==> config.mk <==
export PLATFORM = sky130hd
export DESIGN_NAME = gcd_job_sequencer
export DESIGN_NICKNAME = d
export VERILOG_FILES = /design/src/rtl/gcd_pkg.sv /design/src/rtl/gcd_op_fifo.sv /design/src/rtl/gcd_job_sequencer.sv
export SDC_FILE = /design/constraint.sdc
export NUM_CORES = 1
export LEC_CHECK = 0
export CORE_MARGIN = 4
export CORE_UTILIZATION = 40
export DETAILED_ROUTE_END_ITERATION = 6
export SYNTH_ARGS = -nofsm -noshare
export SYNTH_HDL_FRONTEND = slang
export SYNTH_HIERARCHICAL = 1
export SYNTH_SLANG_ARGS = --single-unit
==> constraint.sdc <==
create_clock -name clock -period 2.7 [get_ports clock]
set_input_delay 0.54 -clock clock [delete_from_list [all_inputs] [get_ports clock]]
set_output_delay 0.54 -clock clock [all_outputs]
set_load 0.02 [all_outputs]
Figure 1. Gate-type map.
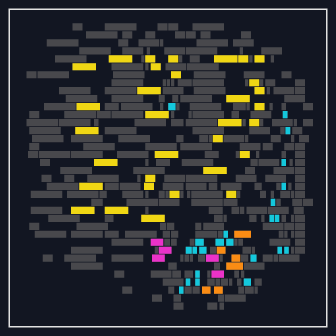
| colour | family | cells |
|---|---|---|
| magenta | adder and majority cells | 5 |
| cyan | inverting AOI/OAI gates | 23 |
| orange | XOR/XNOR gates | 6 |
| yellow | multiplexers | 32 |
Comb/total area: 25.4%
non-filler instance count after layout: 482
most common cell after layout, fill and taps aside: edfxtp_1

Figure 2. The clock network.
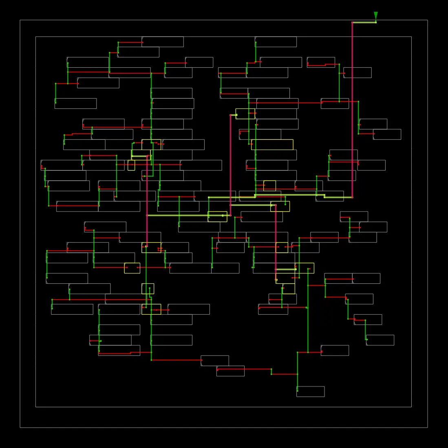
power of the clock network: 0.000965 W
CTS sink cnt: 99
number of buffers created by CTS: 9

==> highlights.md <==
- worst r2r path cells: 8
- number of standard cells reported by yosys: 278
- Die Span X: 108 um
- Setup Slack @ Placement: 0.201 ns
- die height: 108 um
- number of buffers inserted by post-CTS setup repair: 0
- Seq power: 0.00186 W
- final setup violating endpoints: 0
- group with the largest share of power: sequential cells
- cts hold-fix bufs: 0
- number of buffers on the longest clock path: 2
- Layout Area Growth over Synthesis: 24.4%
- final estimated routing congestion in global placement: 0.788
- number of buffer cells added on primary ports: 56
- # placed instances: 466
- data required time at the worst endpoint: 2.16 ns
- Post-DP HPWL: 5.41 mm
- Setup Total Neg Slack: 0 ns
- CP max stage cell: clkdlybuf4s50_1
- ratio of cells with drive above 1 in the final layout: 14.9%
- first-pass detailed-route iteration total: 4
- Clock transition at path regs: 0.10 ns
- Final Hold Slack: 0.461 ns
- cell internal pwr: 0.00273 W
- vias per inst: 5.01
- largest net degree at the start of global routing: 51
- status: completed
- Top-Level Pins: 57
- initial antenna violation count: 0
- Distinct lib cells used: 37
- leak pwr: 1.67 nW
- Final Hold Violation Tally: 0
- top achievable clock speed: 382 MHz
- number of antenna cells inserted: 0
- floorplan row count: 36
- fill cell instance count of the final layout: 854
- RSZ-0062 raised after global routing: false
- Antenna Violating Nets Remaining: 0
- CTS tree: yes
- Final Routed Wirelength: 7.86 mm
- overall via count from detail_route: 2417
- period utilisation layout: 97.1%
- kind of critical path: register to output port
- starting DRC count in detailed routing: 87
- count of final max-slew check failures: 0
- Post-Synthesis Cell Area: 3980 um2
- CTS resizes: 2
- Routed WL per cell: 16.3 um
- setup skew after layout: 0.0106 ns
- flip-flop count of the largest register, all copies and words added: 64
- CP Max Fanout: 7
- worst path buffer plus inverter count: 1
- synthesized instance count: 278
- post-synthesis register bit count: 99
- post-synthesis area per instance: 14.3 um2
- clock network latency to the later pin of the worst-skew pair: 0.35 ns
- area of the chip: 11600 um2
- MaxCap Viol Count: 0
- first-pass GRT wire length: 12.7 mm
- summed standard-cell area reported by yosys: 3980 um2
- Final Total Pwr: 0.00386 W
- pre-placement core utilization: 40.9%
- min Tclk post-route: 2.62 ns
- proportion of power drawn by combinational gates: 26.7%
- type of the most critical hold path: register to register
- DRC violation count after routing: 0
- switching power share of the total: 29.4%
- Sequential Power Share: 48.3%
- worst-margin pin slew: 0.648 ns
- data arrival at the endpoint of the critical path: 2.08 ns
- All-Layer GR Usage: 14.2%
- category of the worst setup path capture point: output port
- Core ar.: 9730 um2
- switching power of the nets: 0.00113 W
- vias in the first global route: 2380
- root buffer cell: clkbuf_8
- sequential-to-total area share from yosys stat: 65.9%
- power of the combinational group: 0.00103 W
- Power per Cell Area: 779 nW/um2
- Synth Net Count: 312
- startpoint types: register
- proportion of power drawn by the clock network: 25.0%
- number of levels in the clock H-tree: 3
- number of nets in the layout: 378
- headroom to the max-slew limit: 56.5%
- min setup slack post-route: 0.0793 ns
- setup slack on the worst flop-to-flop path: 0.32 ns
- critical path depth: 4
- Max IR drop VDD: 0.372 mV
- family of cells with the greatest summed delay on the critical path: buffers and inverters
==> metrics by stage <==
step                area (um2)  util (%)
finish                    4950      50.9
global route              4950      50.9
CTS                       4950      50.9
detailed placement        4730      48.6
global placement          4730      48.6
floorplan                 3980         -
==> routing by layer <==
metal	routed length, um	vias up	GRT usage [%]
met3	478	11	2.82
met1	3500	1161	18.9
met5	0	-	0
met4	116	0	4.87
met2	3770	75	23.1
li1	-	1170	-
==> area by class of cell <==
type | instances | area, um2 | share of cell area [%]
Multi-Input combinational cell | 159 | 1260 | 25.4
Sequential cell | 99 | 2620 | 53.0
Timing Repair Buffer | 68 | 671 | 13.5
Clock inverter | 7 | 81.3 | 1.64
Clock buffer | 9 | 124 | 2.50
Tap cell | 133 | 166 | 3.36
Inverter | 7 | 26.3 | 0.531
==> tightest hold or removal path, cell delays in order (launching register included) <==
cell     delay (ns)
dfxtp_1        0.32
nand2_1        0.05
mux2i_1        0.05
==> synth_stat cells, drive strengths merged <==
| cell type | number | area share [%] |
|---|---|---|
| a211o | 4 | 0.88 |
| a211oi | 1 | 0.19 |
| a21boi | 1 | 0.19 |
| a21oi | 2 | 0.25 |
| a31oi | 2 | 0.31 |
| a41oi | 2 | 0.44 |
| and2 | 6 | 0.97 |
| and3 | 2 | 0.31 |
| buf | 6 | 1.5 |
| clkbuf | 7 | 0.75 |
| dfxtp | 35 | 18 |
| edfxtp | 64 | 48 |
| ha | 5 | 1.6 |
| inv | 7 | 0.66 |
| mux2i | 16 | 4.0 |
| mux4 | 16 | 9.1 |
| nand2 | 46 | 4.3 |
| nand3 | 11 | 1.4 |
| nand3b | 4 | 0.75 |
| nand4 | 2 | 0.31 |
| nor2 | 4 | 0.38 |
| nor2b | 1 | 0.16 |
| nor3 | 5 | 0.63 |
| nor4 | 4 | 0.94 |
| o211ai | 2 | 0.38 |
| o21a | 2 | 0.38 |
| o21ai | 13 | 1.6 |
| o31a | 1 | 0.22 |
| or4 | 1 | 0.19 |
| xnor2 | 3 | 0.66 |
| xor2 | 3 | 0.66 |
==> cell families (layout without fill, tap and decap cells) <==
family	after synthesis	in the layout	synth area share [%]
DFF	99	99	65.9
and+or+nand+nor	86	86	10.4
muxes	32	32	13.1
AOI/OAI and AO/OA	30	30	4.87
buffers and inverters	20	91	2.92
xor gates and xnor gates	6	6	1.32
adders and majority gates	5	5	1.57
==> cells in the final DEF, fill, tap and decap left out, drive strengths merged <==
| cell | count |
|---|---|
| nand3b | 4 |
| a31oi | 2 |
| mux4 | 16 |
| o31a | 1 |
| nand4 | 2 |
| inv | 11 |
| nor4 | 4 |
| nand2 | 46 |
| or4 | 1 |
| and2 | 6 |
| nor3 | 5 |
| bufinv | 1 |
| a211oi | 1 |
| nand3 | 11 |
| xnor2 | 3 |
| edfxtp | 64 |
| ha | 5 |
| a41oi | 2 |
| nor2b | 1 |
| a21boi | 1 |
| a21oi | 2 |
| clkinv | 2 |
| mux2i | 16 |
| o21ai | 13 |
| o21a | 2 |
| a211o | 4 |
| and3 | 2 |
| xor2 | 3 |
| o211ai | 2 |
| dfxtp | 35 |
| nor2 | 4 |
| clkdlybuf4s50 | 55 |
| buf | 13 |
| clkbuf | 9 |
Power and IR drop assume default switching activity.
